Figure 1. Logic cells by family.
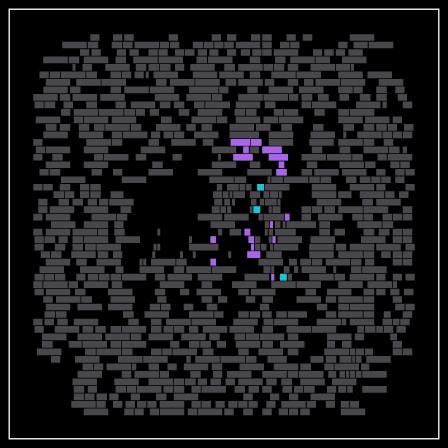
Figure 2. Clock routing.
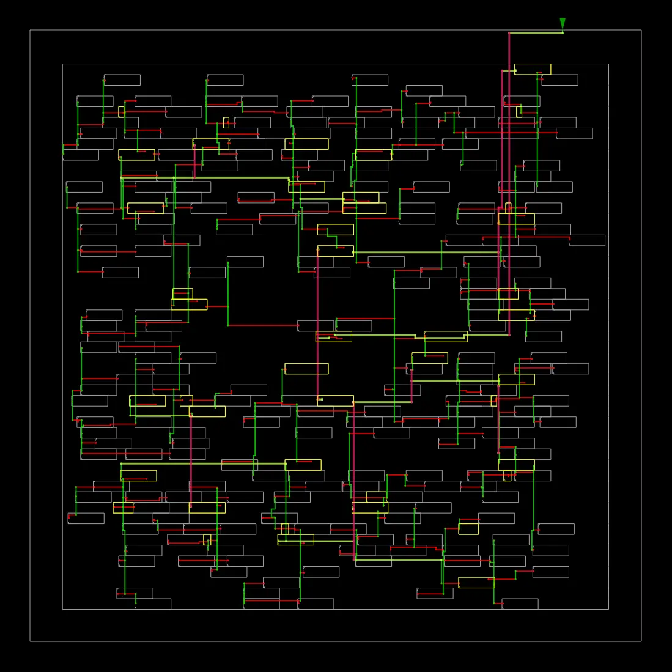
Figure 3. Close-up of the layout.
Bar = 5 µm. Window x 68 to 88, y 99 to 119 µm. Cells in gray, sequential cells in the stronger gray; small squares are vias.
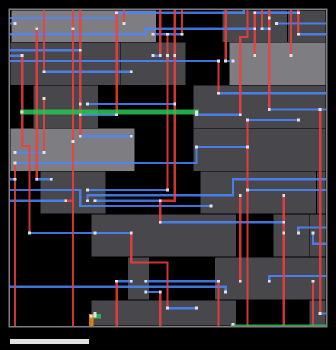
Figure 4. Wire density map.
31 x 31 tiles, from white (low) to dark blue (high), scaled to the fullest tile. Values are wire area over tile area, all layers added.
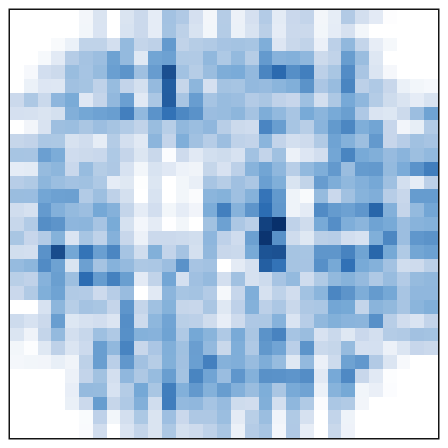
Figure 5. Pin map.
Bar = 50 µm. Pins as bars across the die edge, other pins in gray.
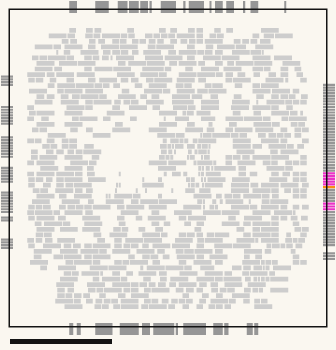
### config.mk
export PLATFORM = sky130hd
export DESIGN_NAME = conv_frame_loader
export DESIGN_NICKNAME = d
export VERILOG_FILES = /design/src/rtl/conv_frame_loader.sv
export SDC_FILE = /design/constraint.sdc
export NUM_CORES = 1
export LEC_CHECK = 0
export ABC_CLOCK_PERIOD_IN_PS = 6570
export CAP_MARGIN = 15
export CORE_MARGIN = 8
export CORE_UTILIZATION = 44
export CTS_CLUSTER_SIZE = 25
export DETAILED_ROUTE_END_ITERATION = 8
export PLACE_DENSITY_LB_ADDON = 0.2
export SKIP_CTS_REPAIR_TIMING = 1
export SLEW_MARGIN = 20
export SYNTH_ARGS = -nofsm -noshare
export SYNTH_HDL_FRONTEND = slang
export SYNTH_SLANG_ARGS = --single-unit
### constraint.sdc
create_clock -name clk -period 6.57 [get_ports clk]
set_input_delay 0.657 -clock clk [delete_from_list [all_inputs] [get_ports clk]]
set_output_delay 0.657 -clock clk [all_outputs]
set_load 0.1 [all_outputs]
### src/rtl/conv_frame_loader.sv
// -----------------------------------------------------------------------------
// conv_frame_loader
//
// Upstream feeder for the 4x4-image / 3x3-kernel systolic convolution array.
// A byte stream (16 image bytes then 9 kernel bytes, both row-major) arrives
// over a valid/ready handshake. It is deserialised into registered parallel
// operands. The full frame is then presented with out_valid until out_ack.
//
// Optional build macro: CONV_KERNEL_REUSE_EN
//   When defined, the kernel_reload input exists. After the first full frame,
//   a frame may consist of only 16 image bytes and reuse the held kernel,
//   unless kernel_reload was high on the acknowledging edge.
//
// Ports:
//   clk            system clock, rising edge
//   rst            asynchronous active-high reset
//   kernel_reload  (CONV_KERNEL_REUSE_EN only) reload kernel on next frame,
//                  sampled on the out_ack edge
//   in_valid       upstream byte valid
//   in_data        upstream byte
//   in_ready       loader can accept a byte (registered)
//   a11..a44       image operands, aRC = row R, column C
//   b11..b33       kernel operands, bRC = row R, column C
//   out_valid      full frame held on a*/b*
//   out_ack        array has consumed the frame
//   frame_cnt      frames acknowledged, wraps modulo 256
// -----------------------------------------------------------------------------
module conv_frame_loader #(
  parameter int DW    = 8,
  parameter int IMG_N = 16,
  parameter int KER_N = 9
) (
  input  logic          clk,
  input  logic          rst,
`ifdef CONV_KERNEL_REUSE_EN
  input  logic          kernel_reload,
`endif
  input  logic          in_valid,
  input  logic [DW-1:0] in_data,
  output logic          in_ready,
  output logic [DW-1:0] a11,
  output logic [DW-1:0] a12,
  output logic [DW-1:0] a13,
  output logic [DW-1:0] a14,
  output logic [DW-1:0] a21,
  output logic [DW-1:0] a22,
  output logic [DW-1:0] a23,
  output logic [DW-1:0] a24,
  output logic [DW-1:0] a31,
  output logic [DW-1:0] a32,
  output logic [DW-1:0] a33,
  output logic [DW-1:0] a34,
  output logic [DW-1:0] a41,
  output logic [DW-1:0] a42,
  output logic [DW-1:0] a43,
  output logic [DW-1:0] a44,
  output logic [DW-1:0] b11,
  output logic [DW-1:0] b12,
  output logic [DW-1:0] b13,
  output logic [DW-1:0] b21,
  output logic [DW-1:0] b22,
  output logic [DW-1:0] b23,
  output logic [DW-1:0] b31,
  output logic [DW-1:0] b32,
  output logic [DW-1:0] b33,
  output logic          out_valid,
  input  logic          out_ack,
  output logic [7:0]    frame_cnt
);

  typedef enum logic [1:0] {
    LOAD_A  = 2'd0,
    LOAD_B  = 2'd1,
    PRESENT = 2'd2
  } state_e;

  localparam logic [4:0] IMG_LAST = 5'(IMG_N - 1);
  localparam logic [4:0] KER_LAST = 5'(KER_N - 1);

  state_e          state_q, state_d;
  logic [4:0]      cnt_q, cnt_d;
  logic            in_ready_q, in_ready_d;
  logic            out_valid_q, out_valid_d;
  logic [7:0]      frame_cnt_q, frame_cnt_d;
  logic [DW-1:0]   a_q [IMG_N];
  logic [DW-1:0]   a_d [IMG_N];
  logic [DW-1:0]   b_q [KER_N];
  logic [DW-1:0]   b_d [KER_N];

  // in_ready is registered, so it alone gates every transfer.
  logic            xfer;
  logic            skip_kernel;

  assign xfer = in_valid && in_ready_q;

`ifdef CONV_KERNEL_REUSE_EN
  // ker_valid_q: a kernel has been loaded since reset.
  // skip_q: the current frame reuses the held kernel (decided on the ack edge).
  logic ker_valid_q, ker_valid_d;
  logic skip_q, skip_d;

  assign skip_kernel = skip_q;

  always_comb begin
    ker_valid_d = ker_valid_q;
    skip_d      = skip_q;
    if (state_q == LOAD_B && xfer && cnt_q == KER_LAST) begin
      ker_valid_d = 1'b1;
    end
    if (state_q == PRESENT && out_ack) begin
      skip_d = ker_valid_q && !kernel_reload;
    end
  end

  always_ff @(posedge clk or posedge rst) begin
    if (rst) begin
      ker_valid_q <= 1'b0;
      skip_q      <= 1'b0;
    end else begin
      ker_valid_q <= ker_valid_d;
      skip_q      <= skip_d;
    end
  end
`else
  assign skip_kernel = 1'b0;
`endif

  // State register together with the counter, handshake flags and operands.
  always_ff @(posedge clk or posedge rst) begin
    if (rst) begin
      state_q     <= LOAD_A;
      cnt_q       <= '0;
      in_ready_q  <= 1'b0;
      out_valid_q <= 1'b0;
      frame_cnt_q <= '0;
      a_q         <= '{default: '0};
      b_q         <= '{default: '0};
    end else begin
      state_q     <= state_d;
      cnt_q       <= cnt_d;
      in_ready_q  <= in_ready_d;
      out_valid_q <= out_valid_d;
      frame_cnt_q <= frame_cnt_d;
      a_q         <= a_d;
      b_q         <= b_d;
    end
  end

  // Next-state logic: byte counter sequencing and frame acknowledgement.
  always_comb begin
    state_d     = state_q;
    cnt_d       = cnt_q;
    frame_cnt_d = frame_cnt_q;
    case (state_q)
      LOAD_A: begin
        if (xfer) begin
          if (cnt_q == IMG_LAST) begin
            cnt_d   = '0;
            state_d = skip_kernel ? PRESENT : LOAD_B;
          end else begin
            cnt_d = cnt_q + 5'd1;
          end
        end
      end
      LOAD_B: begin
        if (xfer) begin
          if (cnt_q == KER_LAST) begin
            cnt_d   = '0;
            state_d = PRESENT;
          end else begin
            cnt_d = cnt_q + 5'd1;
          end
        end
      end
      PRESENT: begin
        if (out_ack) begin
          state_d     = LOAD_A;
          frame_cnt_d = frame_cnt_q + 8'd1;
        end
      end
      default: begin
        state_d = LOAD_A;
        cnt_d   = '0;
      end
    endcase
  end

  // Output logic: handshake flags are registered copies of the next state,
  // so out_valid rises on the same edge that captures the last byte.
  always_comb begin
    in_ready_d  = (state_d != PRESENT);
    out_valid_d = (state_d == PRESENT);
  end

  // Operand capture: only the register addressed by cnt changes, so stale
  // values from the previous frame stay visible during a partial load.
  always_comb begin
    a_d = a_q;
    b_d = b_q;
    if (xfer && state_q == LOAD_A) begin
      for (int i = 0; i < IMG_N; i++) begin
        if (cnt_q == 5'(i)) a_d[i] = in_data;
      end
    end
    if (xfer && state_q == LOAD_B) begin
      for (int i = 0; i < KER_N; i++) begin
        if (cnt_q == 5'(i)) b_d[i] = in_data;
      end
    end
  end

  assign in_ready  = in_ready_q;
  assign out_valid = out_valid_q;
  assign frame_cnt = frame_cnt_q;

  assign a11 = a_q[0];
  assign a12 = a_q[1];
  assign a13 = a_q[2];
  assign a14 = a_q[3];
  assign a21 = a_q[4];
  assign a22 = a_q[5];
  assign a23 = a_q[6];
  assign a24 = a_q[7];
  assign a31 = a_q[8];
  assign a32 = a_q[9];
  assign a33 = a_q[10];
  assign a34 = a_q[11];
  assign a41 = a_q[12];
  assign a42 = a_q[13];
  assign a43 = a_q[14];
  assign a44 = a_q[15];

  assign b11 = b_q[0];
  assign b12 = b_q[1];
  assign b13 = b_q[2];
  assign b21 = b_q[3];
  assign b22 = b_q[4];
  assign b23 = b_q[5];
  assign b31 = b_q[6];
  assign b32 = b_q[7];
  assign b33 = b_q[8];

endmodule

==> results.py <==
# Flow results
metrics = {
    "sta": {
        "rsz0062_at_grt": "false",
        "tightestPinTransition_ps": 1100,
        "setup_viol": 0,
        "hold_ws_ps": 472,
        "fmax_mhz": 342,
        "post-route-min-period_ps": 2920,
        "finalSetupTns_ps": 0,
        "fin_ws_ps": 3650,
    },
    "synth": {
        "ys_sh_mux": 0.269,
        "syn_area_mm2": 0.00856,
        "ff_type": "dfrtp_1",
        "syn-instance-count": 541,
        "synthAoiAreaFrac": 0.0114,
        "async_flop_share": 1.00,
        "synth_cell_types": 39,
    },
    "floorplan": {
        "rows": 51,
        "die-area_mm2": 0.0242,
    },
    "worst_hold_path": {
        "whs_path_depth": 1,
        "hold_path_class": "flip-flop to flip-flop",
        "hold_path_end": "frame_cnt[7]",
    },
    "route": {
        "vias": 5283,
        "routed_wl_mm": 22.8,
        "antenna_left": 0,
        "first_iter_violations": 219,
        "dr.pass1.iters": 4,
    },
    "setup_path": {
        "crit_start": "in_ready",
        "worstPathMaxFanout": 6,
        "crit_path_cell_trace": "clkdlybuf4s50_1",
        "start_kind": "flip-flop",
        "crit_arrival_ps": 2270,
    },
    "power_and_ir_drop": {
        "pg_comb_mw": 2.91,
        "seqPwrFrac": 0.292,
        "fin_total_pwr_mw": 6.12,
        "vdd_ir_drop_max_uv": 367,
        "power_density_mw_per_mm2": 514,
        "switching_power_mw": 2.94,
    },
    "run": {
        "max-cap-violations": 0,
    },
    "layout": {
        "diodes": 0,
        "final_core_util": 0.618,
        "buffer_area_frac": 0.190,
        "top_area_cell_class": "sequential cells",
        "sh_seq_area": 0.456,
        "fin_area_mm2": 0.0119,
        "final_cell_mix": "clkdlybuf4s50_1, dfrtp_1, mux2_2",
        "logic_area_mm2": 0.00300,
        "syn2layout_area_growth_pct": 39.1,
        "num-fill-cells": 1491,
        "nets": 789,
    },
    "global_routing": {
        "grt_pass1_wl_mm": 35.7,
        "overflow": 0,
        "antenna_found_initial": 0,
        "met1_usage": 0.236,
    },
    "clock_tree": {
        "cts_max_path_buffers": 3,
        "cts_tree": "built",
        "clk_latency_ps": 500,
    },
    "run_status": {
        "status": "finished, final reports clean",
    },
    "placed_design": {
        "dp.cells": 1008,
    },
}
-- Figure 1 (at the start) --
cyan -> non-inverting ao/oa cells  # cells 3, most used o21a_1
purple -> nor cells  # cells 18, most used nor2_2, where middle
logic share of the area: 0.252
Top cell excl fill/tap: clkdlybuf4s50_1
final std cells w/o fill: 1052

-- Figure 2 (at the start) --
P_clk: 1.42 mW
Clock Skews: 17.0 ps
sequential cell count: 217

-- Figure 3 (at the start) --
blue -> M1
red -> M2
green -> M3
orange -> M4
most frequent = mux2_2 (5), clkbuf_16 (4), dfrtp_1 (3)
cells with their middle in the window = 17
sequential cells in the window = 3
netlist names of flops here include = b13 (2), a11 (1)

-- Figure 4 (at the start) --
nearly empty tiles = 11%
fullest tile = 0.48
densest ninth of the die = right middle
mean over tiles = 0.15
Total GRT Usage: 0.189
wire length per cell: 21.7 µm

-- Figure 5 (at the start) --
orange -> out_ack  # pins 1, direction input, edge right
magenta -> a41  # pins 8, direction output, edge right
all pins by edge = 63 bottom, 62 right, 58 top, 39 left
Chip Width: 156 µm
Die Y: 156 µm
I/O Buffers: 221

Power is estimated from default activity; no workload was simulated.
